## config.mk

```make
export PLATFORM = sky130hd
export DESIGN_NAME = gpio_irq_ctrl
export DESIGN_NICKNAME = d
export VERILOG_FILES = /design/src/rtl/gpio_irq_ctrl.sv
export SDC_FILE = /design/constraint.sdc
export NUM_CORES = 1
export LEC_CHECK = 0
export CELL_PAD_IN_SITES_DETAIL_PLACEMENT = 1
export CELL_PAD_IN_SITES_GLOBAL_PLACEMENT = 1
export CORE_ASPECT_RATIO = 0.75
export CORE_MARGIN = 4
export CORE_UTILIZATION = 30
export CTS_BUF_LIST = sky130_fd_sc_hd__clkbuf_8
export DETAILED_ROUTE_END_ITERATION = 16
export PLACE_DENSITY = 0.89
export RECOVER_POWER = 100
export SLEW_MARGIN = 20
export SYNTH_ARGS = -nofsm -noshare
export SYNTH_HDL_FRONTEND = slang
export SYNTH_SLANG_ARGS = --single-unit
```

## constraint.sdc

```tcl
create_clock -name clk -period 3.16 [get_ports clk]
set_clock_uncertainty 0.05 [all_clocks]
set_input_delay 0.316 -clock clk [delete_from_list [all_inputs] [get_ports clk]]
set_output_delay 0.316 -clock clk [all_outputs]
set_load 0.05 [all_outputs]
```

## src/rtl/gpio_irq_ctrl.sv

```systemverilog
// GPIO interrupt aggregator: captures per-pin events into sticky pending/overflow flags,
// presents the lowest-index enabled pending pin and holds it until acked or withdrawn.
module gpio_irq_ctrl #(
   parameter int unsigned N    = 8,
   parameter int unsigned ID_W = 3
) (
   input  logic            clk,
   input  logic            reset,
   input  logic [N-1:0]    irq_pin_change,
   input  logic [N-1:0]    irq_int,
   input  logic [N-1:0]    data_in,
   input  logic            global_en,
   input  logic [N-1:0]    irq_enable,
   input  logic [N-1:0]    pend_clr,
   input  logic [N-1:0]    ovf_clr,
   input  logic            irq_ack,
   output logic            irq_valid,
   output logic [ID_W-1:0] irq_id,
   output logic            irq_level,
   output logic [N-1:0]    pending,
   output logic [N-1:0]    overflow
);

   typedef enum logic {StIdle, StActive} state_e;

   state_e          state_q, state_d;
   logic [N-1:0]    pending_q, pending_d;
   logic [N-1:0]    overflow_q, overflow_d;
   logic [N-1:0]    level_q, level_d;
   logic [ID_W-1:0] id_q, id_d;
   logic            lvl_q, lvl_d;

   logic [N-1:0]    ev;
   logic [N-1:0]    ack_clr;
   logic [N-1:0]    clr;
   logic [N-1:0]    cand;
   logic [ID_W-1:0] winner;
   logic            cand_any;
   logic            withdraw;

   assign ev   = irq_pin_change | irq_int;
   assign clr  = pend_clr | ack_clr;
   assign cand = pending_q & irq_enable & {N{global_en}};

   // Pending/overflow/level next state; a same-edge event beats any clear.
   always_comb begin
      ack_clr = '0;
      if (state_q == StActive && irq_ack) begin
         ack_clr[id_q] = 1'b1;
      end
      pending_d  = (pending_q & ~clr) | ev;
      overflow_d = (overflow_q & ~ovf_clr) | (ev & pending_q & ~clr);
      level_d    = (level_q & ~ev) | (data_in & ev);
   end

   // Lowest set candidate index wins.
   always_comb begin
      winner   = '0;
      cand_any = |cand;
      for (int i = N - 1; i >= 0; i--) begin
         if (cand[i]) begin
            winner = ID_W'(i);
         end
      end
   end

   // Presentation FSM: latch winner on entry, leave on ack or withdraw.
   always_comb begin
      state_d  = state_q;
      id_d     = id_q;
      lvl_d    = lvl_q;
      // Withdraw only if pend_clr really clears the bit (not overridden by a new event).
      withdraw = !global_en || !irq_enable[id_q] || (pend_clr[id_q] && !ev[id_q]);
      unique case (state_q)
         StIdle: begin
            if (cand_any) begin
               state_d = StActive;
               id_d    = winner;
               lvl_d   = level_d[winner];
            end
         end
         StActive: begin
            if (irq_ack || withdraw) begin
               state_d = StIdle;
            end
         end
         default: state_d = StIdle;
      endcase
   end

   // State registers with asynchronous active-low reset.
   always_ff @(posedge clk or negedge reset) begin
      if (!reset) begin
         state_q    <= StIdle;
         pending_q  <= '0;
         overflow_q <= '0;
         level_q    <= '0;
         id_q       <= '0;
         lvl_q      <= 1'b0;
      end else begin
         state_q    <= state_d;
         pending_q  <= pending_d;
         overflow_q <= overflow_d;
         level_q    <= level_d;
         id_q       <= id_d;
         lvl_q      <= lvl_d;
      end
   end

   assign irq_valid = (state_q == StActive);
   assign irq_id    = id_q;
   assign irq_level = lvl_q;
   assign pending   = pending_q;
   assign overflow  = overflow_q;

endmodule

```

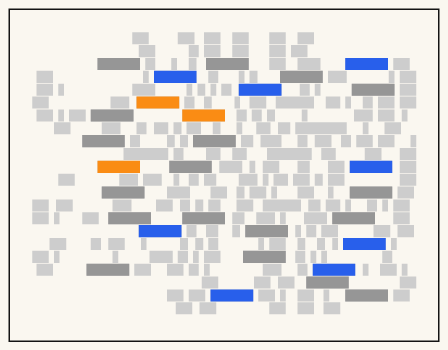
**Above:** run 1 (sequential cells grouped by signal name).
[pending] blue | sequential cells: 8
[irq_id] orange | sequential cells: 3
not colored: 18
Reg area: 726 um2
seq pwr: 0.000540 W
Seq area share: 29.8%

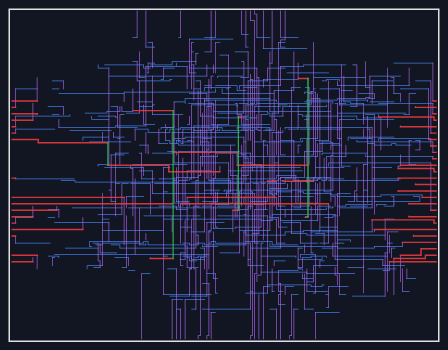
**Above:** run 1 (routed metal, one color a layer).
[met3] red | wire length: 417 um
[met2] purple | wire length: 2370 um
[met4] green | wire length: 85.0 um
[met1] blue | wire length: 2260 um
Routed WL: 5.12 mm
Vias: 1484
WL/cell: 17.9 um

==> impl_metrics.json, run 1 <==
{
  "place_congestion": 0.903,
  "finalMaxSlewViolations": 30,
  "cp.buffers_inverters": 1,
  "hold_viol": 0,
  "min_to": "level_q[4]",
  "cts_buffers": 5,
  "finalPower_w": 0.00152,
  "top_layer": "met4",
  "crit_path_end_kind": "flip-flop",
  "rrSetupSlack_ns": 1.04,
  "cts_sinks": 29,
  "drive_above_1_share_pct": 7.05,
  "place_inst": 279,
  "cts-root-buf": "clkbuf_8",
  "swShare_pct": 39.4,
  "min_delay_path_depth": 1,
  "ys_warn_count": 0,
  "clock_latency_ns": 0.29,
  "synth_area_um2": 1530,
  "ys_ff": 29,
  "crit_arrival_ns": 2.54,
  "grt_max_degree": 30,
  "holdWs_ns": 0.435,
  "synthToLayoutAreaGrowth_pct": 58.8,
  "drv_cap": 1,
  "place_ws_ns": 0.686,
  "period_used_pct": 76.6,
  "clkSlewWorstSetupHoldPaths_ns": 0.06,
  "critPathRequiredTime_ns": 3.28,
  "grt_use_total_pct": 17.0,
  "rsz0062_at_grt": "false",
  "final_util_pct": 49.4,
  "synthXorXnorAreaFrac_pct": 0,
  "postSynthAreaPerCell_um2": 10.2,
  "clockNetworkAreaShare_pct": 4.78,
  "violations": "max-capacitance violations, max-slew violations",
  "outcome": "complete, but fails checks",
  "tap_cells": 60,
  "htree_levels": 2,
  "ys_seq_share_pct": 47.3,
  "fin_crit_ns": 2.42,
  "finalSetupTns_ns": 0,
  "met1_length_mm": 2.26,
  "grt.busiest_layer": "met2",
  "start_kind": "input port"
}
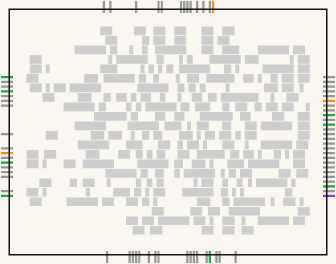
**Above:** run 1 (pin placement).
Pins as bars across the die edge, other pins in gray.
[irq_id] orange | pins: 3 | direction: output | edge: 1 right, 1 top, 1 left
[irq_int] green | pins: 8 | direction: input | edge: 4 left, 3 right, 1 bottom
[reset] purple | pins: 1 | direction: input | edge: right
all pins by edge: 26 right, 17 left, 17 bottom, 13 top
Die H: 69.9 um
width of the die: 90.5 um

**Run 1: clock nets**

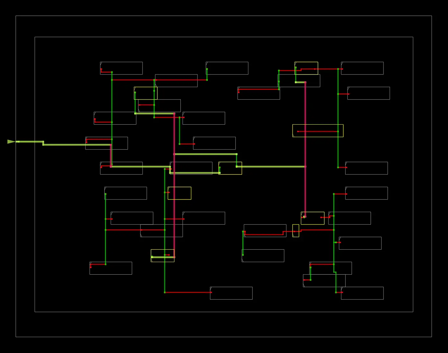

==> inputs of run 2 (changes only) <==
- CORE_UTILIZATION: 30 -> 28
- PLACE_DENSITY: 0.89 -> 0.88
- clock period: 3.16 -> 2.05 ns (I/O delays scaled with it)
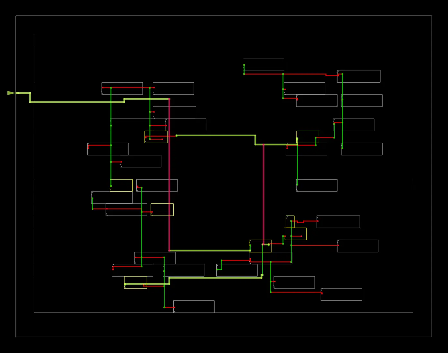
**Above:** run 2 (clock nets).
clock buf count: 7
Clk. pwr: 0.000526 W
Clock Sinks: 29
cts bufs inserted: 5

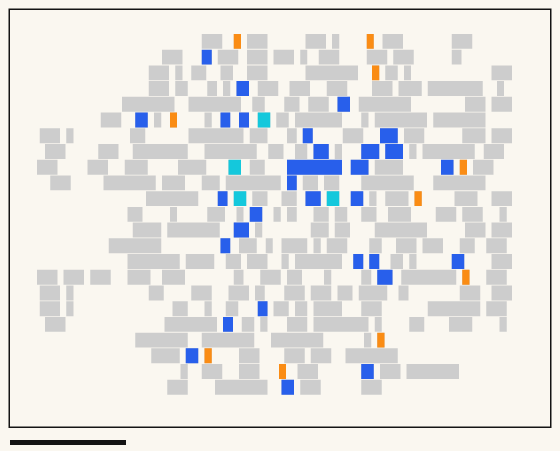
**Above:** run 2 (logic cells by family).
The bar under the picture is 20 um long.
[AND and OR gates] cyan | cells: 4 | most used: and2_0 | where: center
[inverting AOI/OAI gates] blue | cells: 30 | most used: o22ai_1
[inverters] orange | cells: 10 | most used: inv_1
final cell count without fillers: 319
dominant logic cell type in the layout: clkdlybuf4s50_1
logic share of the area: 29.5%

==> run 2 against run 1 <==
Net effect: the flow now finishes without violations; clock-buffer cell count up 1; die area rose by 6.4%; power increased by 52%; wire length is 2.3% higher; cell area up 4.9%; cell count increased by 11%; worst setup slack got worse by 0.64 ns; non-clock buffer count increased by 17; clock power is 31% higher; critical path type is now reg2reg.
==> impl_metrics.json, run 2 <==
{
  "fin_crit_ns": 1.95,
  "ys_seq_share_pct": 47.3,
  "htree_levels": 2,
  "met1_length_mm": 2.35,
  "sh_seq_area_pct": 28.7,
  "crit_arrival_ns": 2.07,
  "layout.area.seq_um2": 732,
  "place_inst": 311,
  "finalPower_w": 0.00232,
  "drive_above_1_share_pct": 16.0,
  "drv_cap": 0,
  "cp.buffers_inverters": 0,
  "clockNetworkAreaShare_pct": 3.97,
  "top_layer": "met4",
  "clock_latency_ns": 0.29,
  "clkSlewWorstSetupHoldPaths_ns": 0.06,
  "grt_use_total_pct": 16.9,
  "min_to": "overflow[6]",
  "critPathRequiredTime_ns": 2.17,
  "min_delay_path_depth": 2,
  "postSynthAreaPerCell_um2": 10.2,
  "p_seq_w": 0.000800,
  "rsz0062_at_grt": "false",
  "synth_area_um2": 1530,
  "holdWs_ns": 0.431,
  "final_util_pct": 48.0,
  "period_used_pct": 95.1,
  "vias": 1522,
  "post_drt_wl_per_cell_um": 16.4,
  "hold_viol": 0,
  "crit_path_end_kind": "flip-flop",
  "grt.busiest_layer": "met2",
  "outcome": "completed",
  "finalMaxSlewViolations": 0,
  "tap_cells": 75
}
Power is estimated from default activity; no workload was simulated.
